Fig. 1: pin placement
Pins as bars across the die edge, other pins in grey.
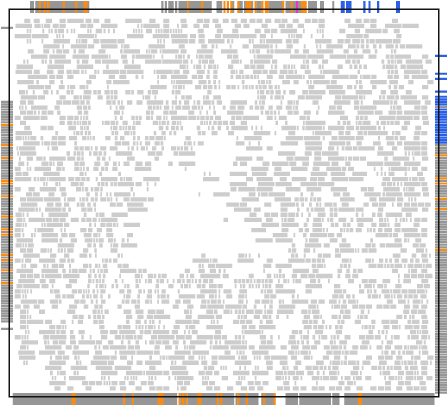
Fig. 2: metal layers overlaid
Two of the layers only.
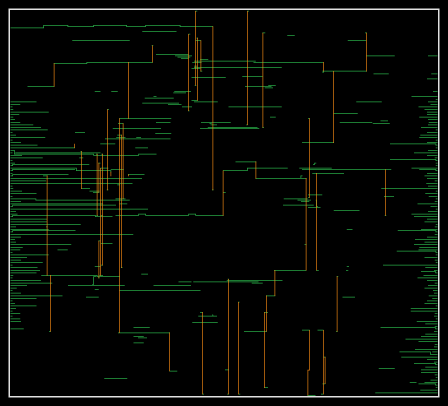
Fig. 3: routed clock nets over the placement
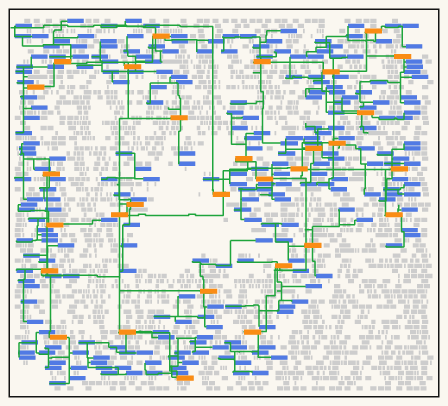
`config.mk`:
```
export PLATFORM = sky130hd
export DESIGN_NAME = ysyx_22040895_bru_flat
export DESIGN_NICKNAME = d
export VERILOG_FILES = /design/src/rtl/ysyx_22040895_bru_if.sv /design/src/rtl/ysyx_22040895_bru.sv /design/src/flat_wrapper.sv
export SDC_FILE = /design/constraint.sdc
export NUM_CORES = 1
export LEC_CHECK = 0
export CORE_ASPECT_RATIO = 0.9
export CORE_MARGIN = 2
export CORE_UTILIZATION = 40
export DETAILED_ROUTE_END_ITERATION = 8
export GPL_ROUTABILITY_DRIVEN = 0
export PLACE_DENSITY_LB_ADDON = 0.1
export SYNTH_ARGS = -nofsm -noshare
export SYNTH_HDL_FRONTEND = slang
export SYNTH_SLANG_ARGS = --single-unit
```
`constraint.sdc`:
```
create_clock -name clk -period 25.2 [get_ports clk]
set_input_delay 5.04 -clock clk [delete_from_list [all_inputs] [get_ports clk]]
set_output_delay 5.04 -clock clk [all_outputs]
set_load 0.01 [all_outputs]
```
`src/rtl/ysyx_22040895_bru_if.sv`:
```
// Request/result bundle between the EXU operand stage and the branch resolution unit.
// master = requester and result consumer, slave = the BRU.
interface ysyx_22040895_bru_if #(
    parameter int XLEN = 64
);
    logic            in_valid_i;
    logic            in_ready_o;
    logic [2:0]      bcuop_i;
    logic [XLEN-1:0] src1_i;
    logic [XLEN-1:0] src2_i;
    logic [XLEN-1:0] pc_i;
    logic [XLEN-1:0] offset_i;
    logic            pred_taken_i;
    logic            out_valid_o;
    logic            out_ready_i;
    logic [XLEN-1:0] out_pc_o;
    logic            out_taken_o;
    logic [XLEN-1:0] out_target_o;
    logic            out_redirect_o;
    logic [XLEN-1:0] out_redir_pc_o;

    modport master (
        output in_valid_i, bcuop_i, src1_i, src2_i, pc_i, offset_i, pred_taken_i, out_ready_i,
        input  in_ready_o, out_valid_o, out_pc_o, out_taken_o, out_target_o,
               out_redirect_o, out_redir_pc_o
    );

    modport slave (
        input  in_valid_i, bcuop_i, src1_i, src2_i, pc_i, offset_i, pred_taken_i, out_ready_i,
        output in_ready_o, out_valid_o, out_pc_o, out_taken_o, out_target_o,
               out_redirect_o, out_redir_pc_o
    );
endinterface

```
`src/rtl/ysyx_22040895_bru.sv`:
```
// Branch resolution unit: compares operands, checks the fetch prediction, registers the
// result behind a one-entry valid/ready stage and trains a BHT of 2-bit saturating counters.
module ysyx_22040895_bru #(
    parameter int XLEN      = 64,
    parameter int BHT_DEPTH = 16,
    parameter int OFF_SHIFT = 1
) (
    input  logic                  clk,
    input  logic                  rst,
    input  logic                  flush_i,
    ysyx_22040895_bru_if.slave    bus,
    input  logic [XLEN-1:0]       lkp_pc_i,
    output logic                  lkp_taken_o,
    output logic [31:0]           mispred_cnt_o
);
    localparam int IDX = $clog2(BHT_DEPTH);

    logic            valid_q;
    logic [XLEN-1:0] pc_q;
    logic            taken_q;
    logic [XLEN-1:0] target_q;
    logic            redirect_q;
    logic [XLEN-1:0] redir_pc_q;
    logic [31:0]     cnt_q;
    logic [1:0]      bht_q [BHT_DEPTH];

    logic            in_ready;
    logic            accept;
    logic            is_br;
    logic            eq;
    logic            lt;
    logic            ltu;
    logic            taken_d;
    logic            redirect_d;
    logic [XLEN-1:0] target_d;
    logic [XLEN-1:0] pc4_d;
    logic [XLEN-1:0] redir_pc_d;
    logic [IDX-1:0]  upd_idx;
    logic [IDX-1:0]  lkp_idx;
    logic            lkp_unused;

    assign in_ready = ~flush_i & (~valid_q | bus.out_ready_i);
    assign accept   = bus.in_valid_i & in_ready;

    assign eq  = bus.src1_i == bus.src2_i;
    assign lt  = $signed(bus.src1_i) < $signed(bus.src2_i);
    assign ltu = bus.src1_i < bus.src2_i;

    always_comb begin
        is_br   = 1'b1;
        taken_d = 1'b0;
        case (bus.bcuop_i)
            3'b001:  taken_d = eq;
            3'b010:  taken_d = ~lt;
            3'b011:  taken_d = ~ltu;
            3'b100:  taken_d = lt;
            3'b101:  taken_d = ltu;
            3'b110:  taken_d = ~eq;
            default: is_br   = 1'b0;
        endcase
    end

    // Both sums wrap modulo 2^XLEN by construction of the operand width.
    assign target_d   = bus.pc_i + (bus.offset_i << OFF_SHIFT);
    assign pc4_d      = bus.pc_i + XLEN'(4);
    assign redirect_d = is_br & (taken_d != bus.pred_taken_i);
    assign redir_pc_d = taken_d ? target_d : pc4_d;

    assign upd_idx    = bus.pc_i[IDX+1:2];
    assign lkp_idx    = lkp_pc_i[IDX+1:2];
    assign lkp_unused = ^{lkp_pc_i[XLEN-1:IDX+2], lkp_pc_i[1:0]};

    always_ff @(posedge clk or posedge rst) begin
        if (rst) begin
            valid_q    <= 1'b0;
            pc_q       <= '0;
            taken_q    <= 1'b0;
            target_q   <= '0;
            redirect_q <= 1'b0;
            redir_pc_q <= '0;
            cnt_q      <= '0;
            for (int i = 0; i < BHT_DEPTH; i++) begin
                bht_q[i] <= 2'b01;
            end
        end else begin
            if (flush_i) begin
                valid_q <= 1'b0;
            end else if (accept) begin
                valid_q <= 1'b1;
            end else if (bus.out_ready_i) begin
                valid_q <= 1'b0;
            end

            if (accept) begin
                pc_q       <= bus.pc_i;
                taken_q    <= taken_d;
                target_q   <= target_d;
                redirect_q <= redirect_d;
                redir_pc_q <= redir_pc_d;
                if (redirect_d && cnt_q != 32'hFFFF_FFFF) begin
                    cnt_q <= cnt_q + 32'd1;
                end
                if (is_br) begin
                    if (taken_d) begin
                        if (bht_q[upd_idx] != 2'b11) bht_q[upd_idx] <= bht_q[upd_idx] + 2'd1;
                    end else begin
                        if (bht_q[upd_idx] != 2'b00) bht_q[upd_idx] <= bht_q[upd_idx] - 2'd1;
                    end
                end
            end
        end
    end

    assign bus.in_ready_o     = in_ready;
    assign bus.out_valid_o    = valid_q;
    assign bus.out_pc_o       = pc_q;
    assign bus.out_taken_o    = taken_q;
    assign bus.out_target_o   = target_q;
    assign bus.out_redirect_o = redirect_q;
    assign bus.out_redir_pc_o = redir_pc_q;
    assign lkp_taken_o        = bht_q[lkp_idx][1];
    assign mispred_cnt_o      = cnt_q;
endmodule

```
`src/flat_wrapper.sv`:
```
// flat-port wrapper written by rule: the top's interface ports become plain ports
module ysyx_22040895_bru_flat 
#(
    parameter int XLEN      = 64,
    parameter int BHT_DEPTH = 16,
    parameter int OFF_SHIFT = 1
)
  (clk, rst, flush_i, lkp_pc_i, lkp_taken_o, mispred_cnt_o, bus_in_valid_i, bus_bcuop_i, bus_src1_i, bus_src2_i, bus_pc_i, bus_offset_i, bus_pred_taken_i, bus_out_ready_i, bus_in_ready_o, bus_out_valid_o, bus_out_pc_o, bus_out_taken_o, bus_out_target_o, bus_out_redirect_o, bus_out_redir_pc_o);
  ysyx_22040895_bru_if #(.XLEN(XLEN)) bus_i ();
  input  logic clk;
  input  logic rst;
  input  logic flush_i;
  input  logic [XLEN-1:0] lkp_pc_i;
  output logic lkp_taken_o;
  output logic [31:0] mispred_cnt_o;
  input wire logic [$bits(bus_i.in_valid_i)-1:0] bus_in_valid_i;
  input wire logic [$bits(bus_i.bcuop_i)-1:0] bus_bcuop_i;
  input wire logic [$bits(bus_i.src1_i)-1:0] bus_src1_i;
  input wire logic [$bits(bus_i.src2_i)-1:0] bus_src2_i;
  input wire logic [$bits(bus_i.pc_i)-1:0] bus_pc_i;
  input wire logic [$bits(bus_i.offset_i)-1:0] bus_offset_i;
  input wire logic [$bits(bus_i.pred_taken_i)-1:0] bus_pred_taken_i;
  input wire logic [$bits(bus_i.out_ready_i)-1:0] bus_out_ready_i;
  output wire logic [$bits(bus_i.in_ready_o)-1:0] bus_in_ready_o;
  output wire logic [$bits(bus_i.out_valid_o)-1:0] bus_out_valid_o;
  output wire logic [$bits(bus_i.out_pc_o)-1:0] bus_out_pc_o;
  output wire logic [$bits(bus_i.out_taken_o)-1:0] bus_out_taken_o;
  output wire logic [$bits(bus_i.out_target_o)-1:0] bus_out_target_o;
  output wire logic [$bits(bus_i.out_redirect_o)-1:0] bus_out_redirect_o;
  output wire logic [$bits(bus_i.out_redir_pc_o)-1:0] bus_out_redir_pc_o;
  assign bus_i.in_valid_i = bus_in_valid_i;
  assign bus_i.bcuop_i = bus_bcuop_i;
  assign bus_i.src1_i = bus_src1_i;
  assign bus_i.src2_i = bus_src2_i;
  assign bus_i.pc_i = bus_pc_i;
  assign bus_i.offset_i = bus_offset_i;
  assign bus_i.pred_taken_i = bus_pred_taken_i;
  assign bus_i.out_ready_i = bus_out_ready_i;
  assign bus_in_ready_o = bus_i.in_ready_o;
  assign bus_out_valid_o = bus_i.out_valid_o;
  assign bus_out_pc_o = bus_i.out_pc_o;
  assign bus_out_taken_o = bus_i.out_taken_o;
  assign bus_out_target_o = bus_i.out_target_o;
  assign bus_out_redirect_o = bus_i.out_redirect_o;
  assign bus_out_redir_pc_o = bus_i.out_redir_pc_o;
  ysyx_22040895_bru #(.XLEN(XLEN), .BHT_DEPTH(BHT_DEPTH), .OFF_SHIFT(OFF_SHIFT)) u_core (.clk(clk), .rst(rst), .flush_i(flush_i), .bus(bus_i), .lkp_pc_i(lkp_pc_i), .lkp_taken_o(lkp_taken_o), .mispred_cnt_o(mispred_cnt_o));
endmodule
```
==> run_results.csv <==
group,metric,value,unit
power,seq_power,0.549,mW
finish,fin_area,0.0247,sq mm
synthesis,edf_count,0,
setup_path,reg2reg_setup_slack,21.63,ns
route,drtIter0Drc,979,
cts,cts-resized-gates,0,
cts,insertion_delay,0.58,ns
floorplan,initial_core_util,40.7,%
cts,cts_setup_buffers,0,
finish,mi_logic_area,0.0108,sq mm
setup_path,cp_data_arrival_time,7.24,ns
sta,whs,0.472,ns
place,dp.cells,3072,
finish,largest_reg_flops,64,
cts,cts_buffers,30,
power,clock_power,0.504,mW
job,warnings,97,
finish,nFlopsAndLatches,257,
sta,rsz0062_at_grt,"no",
power,ir_drop,0.0549,mV
setup_path,worstSetupEndpoint,"lkp_taken_o",
setup_path,crit_fanout,4,
sta,fin_setup_tns,0,ns
synthesis,ys_chip_area,0.0181,sq mm
global_routing,antenna_found_initial,4,
power,switchingPower,0.505,mW
floorplan,dieHeight,206,um
hold_path,min_path_type,"reg -> reg",
cts,clock_sinks,257,
sta,setup_viol,0,
finish,mostFrequentLayoutCell,"clkdlybuf4s50_1",
cts,ctsHoldBuffers,0,
synthesis,yosysWarnings,0,
synthesis,ys_sh_simple,20.5,%
route,via_per_inst,5.42,
route,wl_met1,27000,um
setup_path,critPathLaunch,"lkp_pc_i[2]",
global_routing,met3_usage,5.54,%
power,swShare,31.5,%
hold_path,hold_path_end,"u_core.bus.out_target_o[52]$_DFFE_PP0P_",
cts,cts.path.max_buffers,3,
place,hpwl,47700,um
sta,max_freq,81.4,MHz
place,place_area,0.0236,sq mm
power,combPwrFrac,34.2,%
route,wl_per_cell,19.9,um
setup_path,worst-setup-path-type,"in -> out",
floorplan,pin_count,558,
synthesis,xor_area_share,7.07,%
power,p_per_area,64.8,mW/mm^2
synthesis,ys_top_logic_family,"simple AND/OR/NAND/NOR gates",
setup_path,crit_chain,"clkdlybuf4s50_1 > mux4_2 > mux4_2 > clkdlybuf4s50_1",
setup_path,worst-path-stages,4,
finish,clock_area_share,4.62,%
finish,sh_seq_area,26.1,%
synthesis,adder_share,9.32,%
synthesis,synthTopCellsByArea,"dfrtp_1, ha_1, nand2_1",
synthesis,synthCells,2051,
global_routing,grt_use_met2,44.5,%
finish,mostFrequentLayoutCells,"clkdlybuf4s50_1, nand2_1, dfrtp_1, ha_1, o21ai_0",
sta,hold_violations,0,
floorplan,core,0.0444,sq mm
global_routing,grt_usage,26.0,%
floorplan,row_count,73,
finish,largestClassByArea,"combinational gates",
synthesis,synthArstFlopShare,100,%
synthesis,top_cells_by_count,"nand2_1, dfrtp_1, ha_1",
sta,fin_crit_sh,48.7,%
finish,nNonClkBuffers,509,
cts,clk_pin_slew_worst_paths,0.06,ns
route,wl_met3,4000,um
sta,skew,0.0288,ns
synthesis,ys_seq_share,35.7,%
sta,drv_slew,0,
finish,comb_share,43.8,%
job,maxCapViolCount,0,
power,pwr-share-seq,34.3,%
power,p_leak,11.1,nW
route,dr.max_layer_used,"met5",
synthesis,synth_cell_types,78,
route,wl_met2,29600,um
run_status,outcome,"finished, final reports clean",
global_routing,use_met1,33.8,%
sta,min_period,12.28,ns
synthesis,yosysTopAreaCell,"dfrtp_1",
finish,fin_cells,3129,
synthesis,ys.flop_type,"dfrtp_1",
floorplan,fp.dieW,228,um
sta,worst_slew_pin_slew,1.15,ns
synthesis,fp_nets,2514,
power,p_total,1.60,mW
setup_path,required,20.16,ns
synthesis,netlist_area,0.0181,sq mm
route,wirelength,62200,um
hold_path,worstHoldPathCells,2,
synthesis,synth_top_cell_by_count,"nand2_1",
finish,area_delta_synth_final,36.6,%
power,top_power_group,"sequential cells",
setup_path,cp.buffers_inverters,2,
power,pg_comb,0.547,mW
finish,inv_count,118,
finish,nFillCells,4021,
setup_path,slowest_stage,"clkdlybuf4s50_1",
floorplan,die_area,0.0469,sq mm
setup_path,startpoint_type,"input pin",
finish,logic_gate_count,1588,
global_routing,grt-ovfl-total,0,
finish,clock_buffers,40,
route,firstDrtPassIters,5,
finish,bufAreaShareNonClock,20.6,%
route,ant_nets,0,
finish,fin_nets,2967,
synthesis,ys_ff,257,
global_routing,grt_pass1_vias,16900,
hold_path,hold_start,"u_core.bus.out_target_o[52]$_DFFE_PP0P_",
route,vias,17000,
global_routing,grt_pass1_wl,97200,um
synthesis,top_area_share,33.4,%
finish,drive_gt1_share,8.19,%
power,clockPowerShare,31.5,%
global_routing,top_usage_layer,"met2",
Notes on Fig. 1 above:
- magenta: bus_out_taken_o (pins 1; direction output; edge top)
- blue: mispred_cnt_o (pins 32; direction output; edge 22 right, 10 top)
- orange: bus_out_redir_pc_o (pins 64; direction output; edge 25 top, 20 bottom, 13 left, 6 right)

Notes on Fig. 2 above:
- green: met3 (wire length 4000 um)
- orange: met4 (wire length 1560 um)

Notes on Fig. 3 above:
- green: clock wires (length 3960 um)
- blue: flip-flops (count 257)
- orange: cells driving clock nets (count 30)
- routed clock nets: 31
- flops lie: widely spread

Power is estimated from default activity; no workload was simulated.
